**src/rtl/alarm_beep_sequencer.sv**
```systemverilog
// Alarm ring sequencer: beeps in groups of BEEPS, then a silent pause, repeated GROUPS times.
// One shared duration down-counter times every phase; snooze/stop override the sequence.
module alarm_beep_sequencer #(
    parameter int unsigned BEEP_TICKS   = 2,
    parameter int unsigned GAP_TICKS    = 2,
    parameter int unsigned BEEPS        = 3,
    parameter int unsigned PAUSE_TICKS  = 20,
    parameter int unsigned GROUPS       = 30,
    parameter int unsigned SNOOZE_TICKS = 6000,
    parameter int unsigned W            = 13
) (
    input  logic clk,
    input  logic rst,
    input  logic tick,
    input  logic alarm_en,
    input  logic alarm_match,
    input  logic snooze,
    input  logic stop,
    output logic buzzer,
    output logic ringing,
    output logic snoozing
);

    localparam int unsigned BW = (BEEPS  > 1) ? $clog2(BEEPS)  : 1;
    localparam int unsigned GW = (GROUPS > 1) ? $clog2(GROUPS) : 1;

    localparam logic [W-1:0]  BEEP_LOAD   = W'(BEEP_TICKS - 1);
    localparam logic [W-1:0]  GAP_LOAD    = W'(GAP_TICKS - 1);
    localparam logic [W-1:0]  PAUSE_LOAD  = W'(PAUSE_TICKS - 1);
    localparam logic [W-1:0]  SNOOZE_LOAD = W'(SNOOZE_TICKS - 1);
    localparam logic [BW-1:0] BCNT_LAST   = BW'(BEEPS - 1);
    localparam logic [GW-1:0] GCNT_LAST   = GW'(GROUPS - 1);

    typedef enum logic [2:0] {
        S_IDLE,
        S_BEEP,
        S_GAP,
        S_PAUSE,
        S_SNOOZE
    } state_t;

    state_t        r_state;
    logic [W-1:0]  r_dcnt;
    logic [BW-1:0] r_bcnt;
    logic [GW-1:0] r_gcnt;
    logic          r_match_q;
    logic          r_match_prev;
    logic          r_buzzer;
    logic          r_ringing;
    logic          r_snoozing;

    logic w_rise;
    logic w_done;
    logic w_halt;
    logic w_active;

    // Match is sampled once before edge detection, giving the two-cycle trigger latency.
    assign w_rise   = r_match_q & ~r_match_prev;
    assign w_done   = (r_dcnt == '0);
    assign w_halt   = stop | ~alarm_en;
    assign w_active = (r_state == S_BEEP) || (r_state == S_GAP) || (r_state == S_PAUSE);

    assign buzzer   = r_buzzer;
    assign ringing  = r_ringing;
    assign snoozing = r_snoozing;

    always_ff @(posedge clk) begin
        if (!rst) begin
            r_state      <= S_IDLE;
            r_dcnt       <= '0;
            r_bcnt       <= '0;
            r_gcnt       <= '0;
            r_match_q    <= 1'b0;
            r_match_prev <= 1'b0;
            r_buzzer     <= 1'b0;
            r_ringing    <= 1'b0;
            r_snoozing   <= 1'b0;
        end else begin
            r_match_q    <= alarm_match;
            r_match_prev <= r_match_q;

            if (w_halt) begin
                r_state    <= S_IDLE;
                r_dcnt     <= '0;
                r_bcnt     <= '0;
                r_gcnt     <= '0;
                r_buzzer   <= 1'b0;
                r_ringing  <= 1'b0;
                r_snoozing <= 1'b0;
            end else if (snooze && w_active) begin
                r_state    <= S_SNOOZE;
                r_dcnt     <= SNOOZE_LOAD;
                r_buzzer   <= 1'b0;
                r_ringing  <= 1'b1;
                r_snoozing <= 1'b1;
            end else if (r_state == S_IDLE) begin
                if (w_rise) begin
                    r_state    <= S_BEEP;
                    r_dcnt     <= BEEP_LOAD;
                    r_bcnt     <= '0;
                    r_gcnt     <= '0;
                    r_buzzer   <= 1'b1;
                    r_ringing  <= 1'b1;
                    r_snoozing <= 1'b0;
                end
            end else if (tick) begin
                if (!w_done) begin
                    r_dcnt <= r_dcnt - W'(1);
                end else begin
                    // Exit transitions: a tick arriving while the counter reads zero.
                    case (r_state)
                        S_BEEP: begin
                            r_buzzer <= 1'b0;
                            if (r_bcnt < BCNT_LAST) begin
                                r_state <= S_GAP;
                                r_dcnt  <= GAP_LOAD;
                            end else begin
                                r_state <= S_PAUSE;
                                r_dcnt  <= PAUSE_LOAD;
                            end
                        end
                        S_GAP: begin
                            r_state  <= S_BEEP;
                            r_dcnt   <= BEEP_LOAD;
                            r_bcnt   <= r_bcnt + BW'(1);
                            r_buzzer <= 1'b1;
                        end
                        S_PAUSE: begin
                            if (r_gcnt < GCNT_LAST) begin
                                r_state  <= S_BEEP;
                                r_dcnt   <= BEEP_LOAD;
                                r_bcnt   <= '0;
                                r_gcnt   <= r_gcnt + GW'(1);
                                r_buzzer <= 1'b1;
                            end else begin
                                r_state   <= S_IDLE;
                                r_dcnt    <= '0;
                                r_bcnt    <= '0;
                                r_gcnt    <= '0;
                                r_buzzer  <= 1'b0;
                                r_ringing <= 1'b0;
                            end
                        end
                        S_SNOOZE: begin
                            r_state    <= S_BEEP;
                            r_dcnt     <= BEEP_LOAD;
                            r_bcnt     <= '0;
                            r_gcnt     <= '0;
                            r_buzzer   <= 1'b1;
                            r_snoozing <= 1'b0;
                        end
                        default: begin
                            r_state <= S_IDLE;
                        end
                    endcase
                end
            end
        end
    end

endmodule

```
**config.mk**
```make
export PLATFORM = sky130hd
export DESIGN_NAME = alarm_beep_sequencer
export DESIGN_NICKNAME = d
export VERILOG_FILES = /design/src/rtl/alarm_beep_sequencer.sv
export SDC_FILE = /design/constraint.sdc
export NUM_CORES = 1
export LEC_CHECK = 0
export CORE_ASPECT_RATIO = 0.75
export CORE_MARGIN = 3
export CORE_UTILIZATION = 45
export DETAILED_ROUTE_END_ITERATION = 8
export SLEW_MARGIN = 20
export SYNTH_ARGS = -nofsm -noshare
export SYNTH_HDL_FRONTEND = slang
export SYNTH_SLANG_ARGS = --single-unit
```
**constraint.sdc**
```tcl
create_clock -name clk -period 3.8 [get_ports clk]
set_input_delay 0.76 -clock clk [delete_from_list [all_inputs] [get_ports clk]]
set_output_delay 0.76 -clock clk [all_outputs]
set_load 0.05 [all_outputs]
```
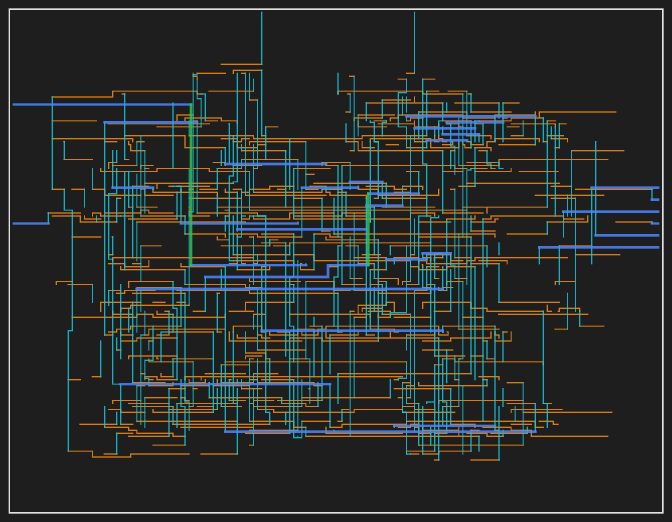
*Metal layers overlaid*
metal 2 -> cyan  # wire length 1600 um
metal 1 -> orange  # wire length 2010 um
metal 4 -> green  # wire length 26.5 um
metal 3 -> blue  # wire length 344 um

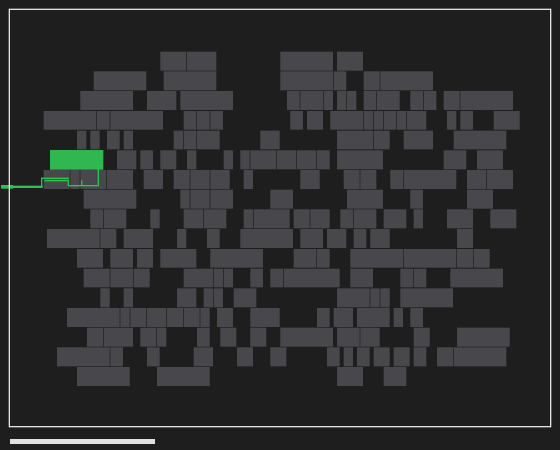
*Port wiring*
Bar = 20 um.
buzzer -> green  # direction output, edge left, end cells 1, buffers 1, wire 20.7 um
count of boundary I/O pins: 10
buffers added on ports: 9

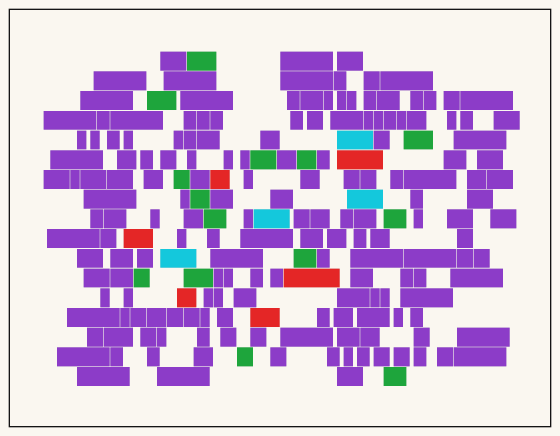
*Cells by drive strength*
_0 and _1 cells -> purple  # cells 171, share 88%
_6 and larger -> cyan  # cells 4, share 2.1%
_3 and _4 cells -> red  # cells 6, share 3.1%
_2 cells -> green  # cells 14, share 7.2%

==> summary.txt <==
run results: result of the run completed, clock network power share 0.345, ratio of final minimum period to clock period 0.648, placed wire-length estimate 2860 um, root buffer cell sky130_fd_sc_hd__clkbuf_8, clock buffer count from CTS 3, DRT met1 WL 2010 um, number of buffers inserted by post-CTS setup repair 0, number of cells after detailed placement 229, number of warnings reported in the yosys synthesis log 0, WHS 484 ps, Final WS setup 1340 ps, cell type taking the most area logic gates, Inverters excl. clock 3, DRC 0, maximum fanout count along the critical path 7, Yosys cell types 50, XOR/XNOR share of the synthesized area 0.0111, share of the core filled with cells 0.559, Hold Path Class reg2reg, cell types occupying the most area after synthesis sky130_fd_sc_hd__dfxtp_1, sky130_fd_sc_hd__nor2_1, sky130_fd_sc_hd__a21oi_1, height of the die 57.4 um, floorplan row count 17, Top Usage Layer GRT met1, area fraction in compound gates after synthesis 0.256, Power Clock 187 uW, Crit-path slowest cell sky130_fd_sc_hd__or4b_1, Top cells excl fill/tap sky130_fd_sc_hd__dfxtp_1, sky130_fd_sc_hd__nor2_1, sky130_fd_sc_hd__nand2_1, sky130_fd_sc_hd__o21ai_0, sky130_fd_sc_hd__a21oi_1, via count of the first global-routing pass 1372, net count of the finished layout 206, Setup-failing EPs final 0, startpoint of the most critical setup path r_dcnt[0], count of flip-flops with a built-in enable after synthesis 0, clock latency on the worst-skew pair 280 ps, GR Util met2 0.270, Worst Clk Skew 6.67 ps, worst path buffer plus inverter count 1, TritonCTS clock tree built
No activity file was given, so power comes from the tool's default toggle rates.
